$ cat config.mk
export PLATFORM = sky130hd
export DESIGN_NAME = sr_byte_xfer_ctrl
export DESIGN_NICKNAME = d
export VERILOG_FILES = /design/src/rtl/sr_byte_xfer_ctrl.sv
export SDC_FILE = /design/constraint.sdc
export NUM_CORES = 1
export LEC_CHECK = 0
export CAP_MARGIN = 20
export CORE_MARGIN = 5
export CORE_UTILIZATION = 41
export DETAILED_ROUTE_END_ITERATION = 16
export GPL_ROUTABILITY_DRIVEN = 0
export GPL_TIMING_DRIVEN = 0
export PLACE_DENSITY = 0.77
export SLEW_MARGIN = 20
export SYNTH_ARGS = -nofsm -noshare
export SYNTH_HDL_FRONTEND = slang
export SYNTH_SLANG_ARGS = --single-unit
$ cat constraint.sdc
create_clock -name clk -period 1.4 [get_ports clk]
set_clock_uncertainty 0.05 [all_clocks]
set_input_delay 0.21 -clock clk [delete_from_list [all_inputs] [get_ports clk]]
set_output_delay 0.21 -clock clk [all_outputs]
set_load 0.005 [all_outputs]
$ cat src/rtl/sr_byte_xfer_ctrl.sv
// sr_byte_xfer_ctrl: loads a byte into an external 8-bit shift register, shifts it out while shifting rx_ser in, and returns the received byte
module sr_byte_xfer_ctrl #(
  parameter int NUM_BITS = 8
) (
  input  logic       clk,
  input  logic       rstn,
  input  logic [7:0] tx_data,
  input  logic       tx_valid,
  output logic       tx_ready,
  input  logic       msb_first,
  input  logic       rx_ser,
  output logic [7:0] rx_data,
  output logic       rx_valid,
  output logic       busy,
  output logic       bit_strobe,
  output logic [1:0] sr_ctrl,
  output logic [7:0] sr_par_in,
  output logic       sr_ser_in,
  input  logic [7:0] sr_par_out
);
  localparam int CW = $clog2(NUM_BITS) + 1;
  localparam logic [CW-1:0] LAST = CW'(NUM_BITS - 1);
  typedef enum logic [1:0] {IDLE, LOAD, SHIFT, DONE} state_t;
  state_t state, state_nx;
  logic [CW-1:0] cnt;
  logic [7:0] tx_lat;
  logic msb_lat;
  always_ff @(posedge clk or negedge rstn) begin
    if (!rstn) begin
      state      <= IDLE;
      cnt        <= '0;
      rx_data    <= '0;
      rx_valid   <= 1'b0;
      bit_strobe <= 1'b0;
      tx_lat     <= '0;
      msb_lat    <= 1'b1;
    end else begin
      state      <= state_nx;
      cnt        <= (state == SHIFT) ? cnt + 1'b1 : '0;
      rx_valid   <= (state == DONE);
      bit_strobe <= (state == SHIFT);
      if (state == IDLE && tx_valid) begin
        tx_lat  <= tx_data;
        msb_lat <= msb_first;
      end
      if (state == DONE) rx_data <= sr_par_out;
    end
  end
  always_comb begin
    state_nx  = (state == IDLE)  ? (tx_valid ? LOAD : IDLE) :
                (state == LOAD)  ? SHIFT :
                (state == SHIFT) ? ((cnt == LAST) ? DONE : SHIFT) : IDLE;
    tx_ready  = (state == IDLE);
    busy      = (state != IDLE);
    sr_ctrl   = (state == LOAD) ? 2'b11 : (state == SHIFT) ? (msb_lat ? 2'b01 : 2'b10) : 2'b00;
    sr_par_in = (state == LOAD) ? tx_lat : 8'h00;
    sr_ser_in = (state == SHIFT) && rx_ser;
  end
endmodule

### Clock nets

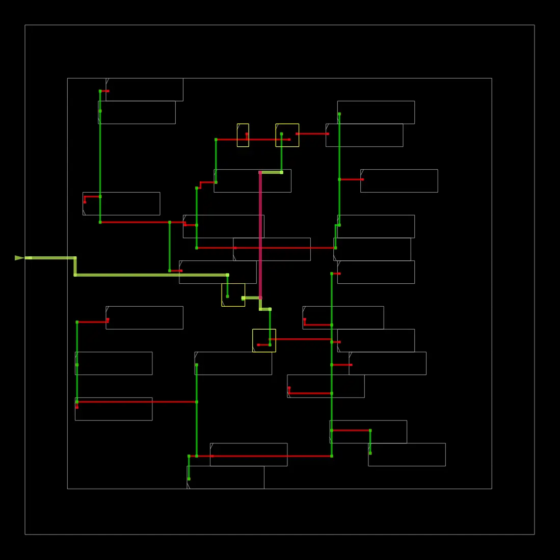
number of buffers added by the clock tree synthesis step: 3
number of clock buffer instances in the layout: 4
flip-flop and latch count: 25

### Layout detail

Region (10, 10) to (50, 50) um. Cells in grey, sequential cells in the stronger grey; small squares are vias.
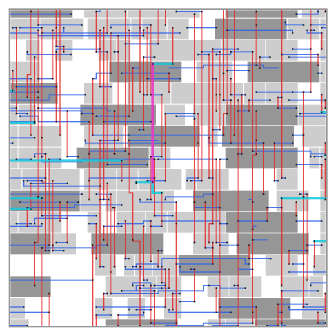
legend:
  magenta:
    layer: met4
  cyan:
    layer: met3
  red:
    layer: met2
  blue:
    layer: met1
most frequent: dfrtp_1 (17), mux2_4 (7), mux2_2 (6)
sequential cells in the window: 19
cells with their middle in the window: 87
netlist names of flops here include: `rx_data` (6), `tx_lat` (6), `cnt` (2)

### Routed clock nets over the placement

Scale bar: 20 um.
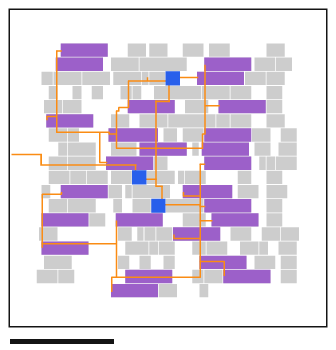
legend:
  blue:
    item: cells driving clock nets
    count: 3
  purple:
    item: flip-flops
    count: 25
  orange:
    item: clock wires
    length: 273 um
routed clock nets: 4
Clock Power Share: 9.6%
clk_lat worst skew: 0.31 ns
clock-net power: 0.313 mW

==> flow_metrics.env <==
# source this file to load flow results
export IMPL_result_of_the_run="finished with violations"
export IMPL_failed_checks="negative setup slack"
export IMPL_buf_share_pct=30.0
export IMPL_synth_area_leader_cell="sky130_fd_sc_hd__dfrtp_1"
export IMPL_final_signal_inverter_count=4
export IMPL_endpoint_kind="output port"
export IMPL_rsz0062_at_grt="yes"
export IMPL_timing_critical_path_slowest_cell_delay_ns=0.47
export IMPL_cts_hold_buf=0
export IMPL_slew_headroom_pct=63.4
export IMPL_path_max_fanout=5
export IMPL_synth_warnings=0
export IMPL_finalCoreUtilization_pct=70.8
export IMPL_finalHoldWorstSlack_ns=0.355
export IMPL_logic_gate_count=45
export IMPL_finalWorstSetupSlack_ns=-0.296
export IMPL_wl_met1_um=981
export IMPL_cp_num_cells=5
export IMPL_max_frequency_mhz=590
export IMPL_ys_flop_type="sky130_fd_sc_hd__dfrtp_1"
export IMPL_drt_first_iter_violations=3
export IMPL_fraction_of_the_yosys_area_taken_by_sequential_cells_pct=59.4
export IMPL_worst_setup_hold_path_clk_slew_ns=0.13
export IMPL_synthesis_nets=101
export IMPL_post_route_period_util_pct=121
export IMPL_netlist_instances=75
export IMPL_chip_area_estimate_from_yosys_synthesis_sq_um=1060
export IMPL_enable_flop_cells=0
export IMPL_groute_layer_met3_usage_pct=4.68
export IMPL_clk_path_buf_depth=2
export IMPL_tap_cell_count=30
export IMPL_yosys_mux_area_fraction_pct=19.1
export IMPL_finalSetupViolCount=22
export IMPL_top_regs="rx_data x8, tx_lat x8, cnt x4"
export IMPL_top_signal_layer_used="met4"
export IMPL_cts_root_buffer="sky130_fd_sc_hd__clkbuf_4"
export IMPL_yosys_adder_share_pct=5.92
export IMPL_cp_arrival_ns=1.44
export IMPL_tritoncts_num_sinks=25
export IMPL_via_per_inst=4.72
export IMPL_p_leak_nw=0.862
export IMPL_netSwitchingPower_mw=1.00
export IMPL_fp_dieW_um=60.8
export IMPL_criticalPathCategory="register to output port"
export IMPL_max_cap_viol_count=0
export IMPL_layout_top_cell="sky130_fd_sc_hd__dfrtp_1"
export IMPL_cts_repair_resized=102
export IMPL_synthArstFlopShare_pct=100
export IMPL_place_inst=148
export IMPL_combinational_cell_power_mw=1.72
export IMPL_power_ir_vdd_worst_mv=1.19
export IMPL_crit_path_cell_trace="ha_4 -> buf_8 -> buf_6 -> and2_4 -> buf_6"
export IMPL_first_pass_grt_wire_length_um=4110
export IMPL_synthTopLogicFamily="multiplexers"
export IMPL_reg2reg_setup_slack_ns=-0.05
export IMPL_area_fraction_in_compound_gates_pct=2.13
export IMPL_seq_area_share_pct=35.8
export IMPL_proportion_of_cell_area_spent_on_the_clock_network_pct=1.50
export IMPL_combPwrFrac_pct=52.6
export IMPL_power_switching_fraction_pct=30.7
export IMPL_yosys_cells=75
export IMPL_critPathLaunch="state[0]"
export IMPL_comb_area_sq_um=520
export IMPL_netlist_area_leader_share_pct=56.9
export IMPL_fillers=196
export IMPL_first_global_vias=892
export IMPL_combined_flip_flop_and_latch_cell_area_sq_um=628
export IMPL_internal_power_mw=2.26
export IMPL_wl_met2_um=1270
export IMPL_fp_util_pct=42.6
export IMPL_simple_gate_area_share_pct=10.4
export IMPL_drc_markers=0
export IMPL_synth_most_common_cell="sky130_fd_sc_hd__dfrtp_1"
export IMPL_drtPass1Iterations=2
export IMPL_timing_worst_slew_pin_value_ns=0.549
export IMPL_critical_path_slowest_cell="sky130_fd_sc_hd__dfrtp_2"
export IMPL_die_height_um=60.8
### The metal 3 layer

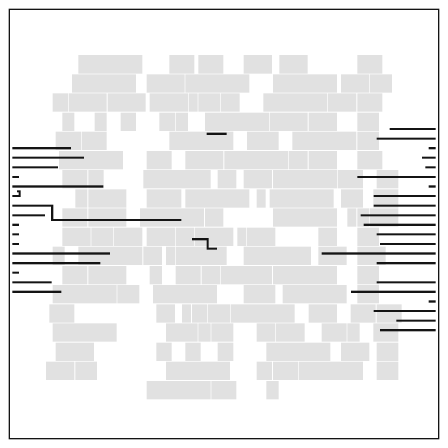
share of all routed wire: 10%
longest straight run: 18.2 um
wire length on this layer: 265 um
via count: 779
final WL: 2530 um

### Wiring heat map

Scale bar: 20 um. 12 x 12 tiles, from white (low) to dark blue (high), scaled to the fullest tile. Values are wire area over tile area, all layers added.
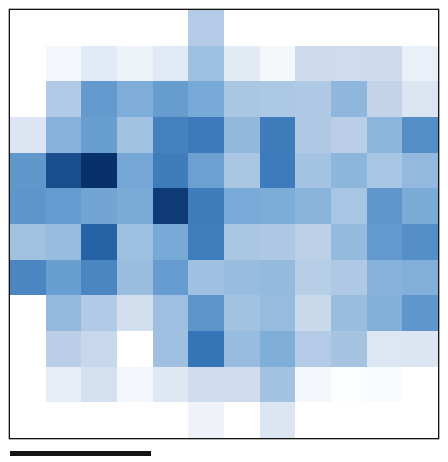
fullest tile: 0.35
densest ninth of the die: left middle
tiles over half the peak: 23%
aggregate global-route resource usage: 15.4%
wire length per cell: 15.4 um

Power figures rest on the tool's default switching activity, not on a simulated workload.
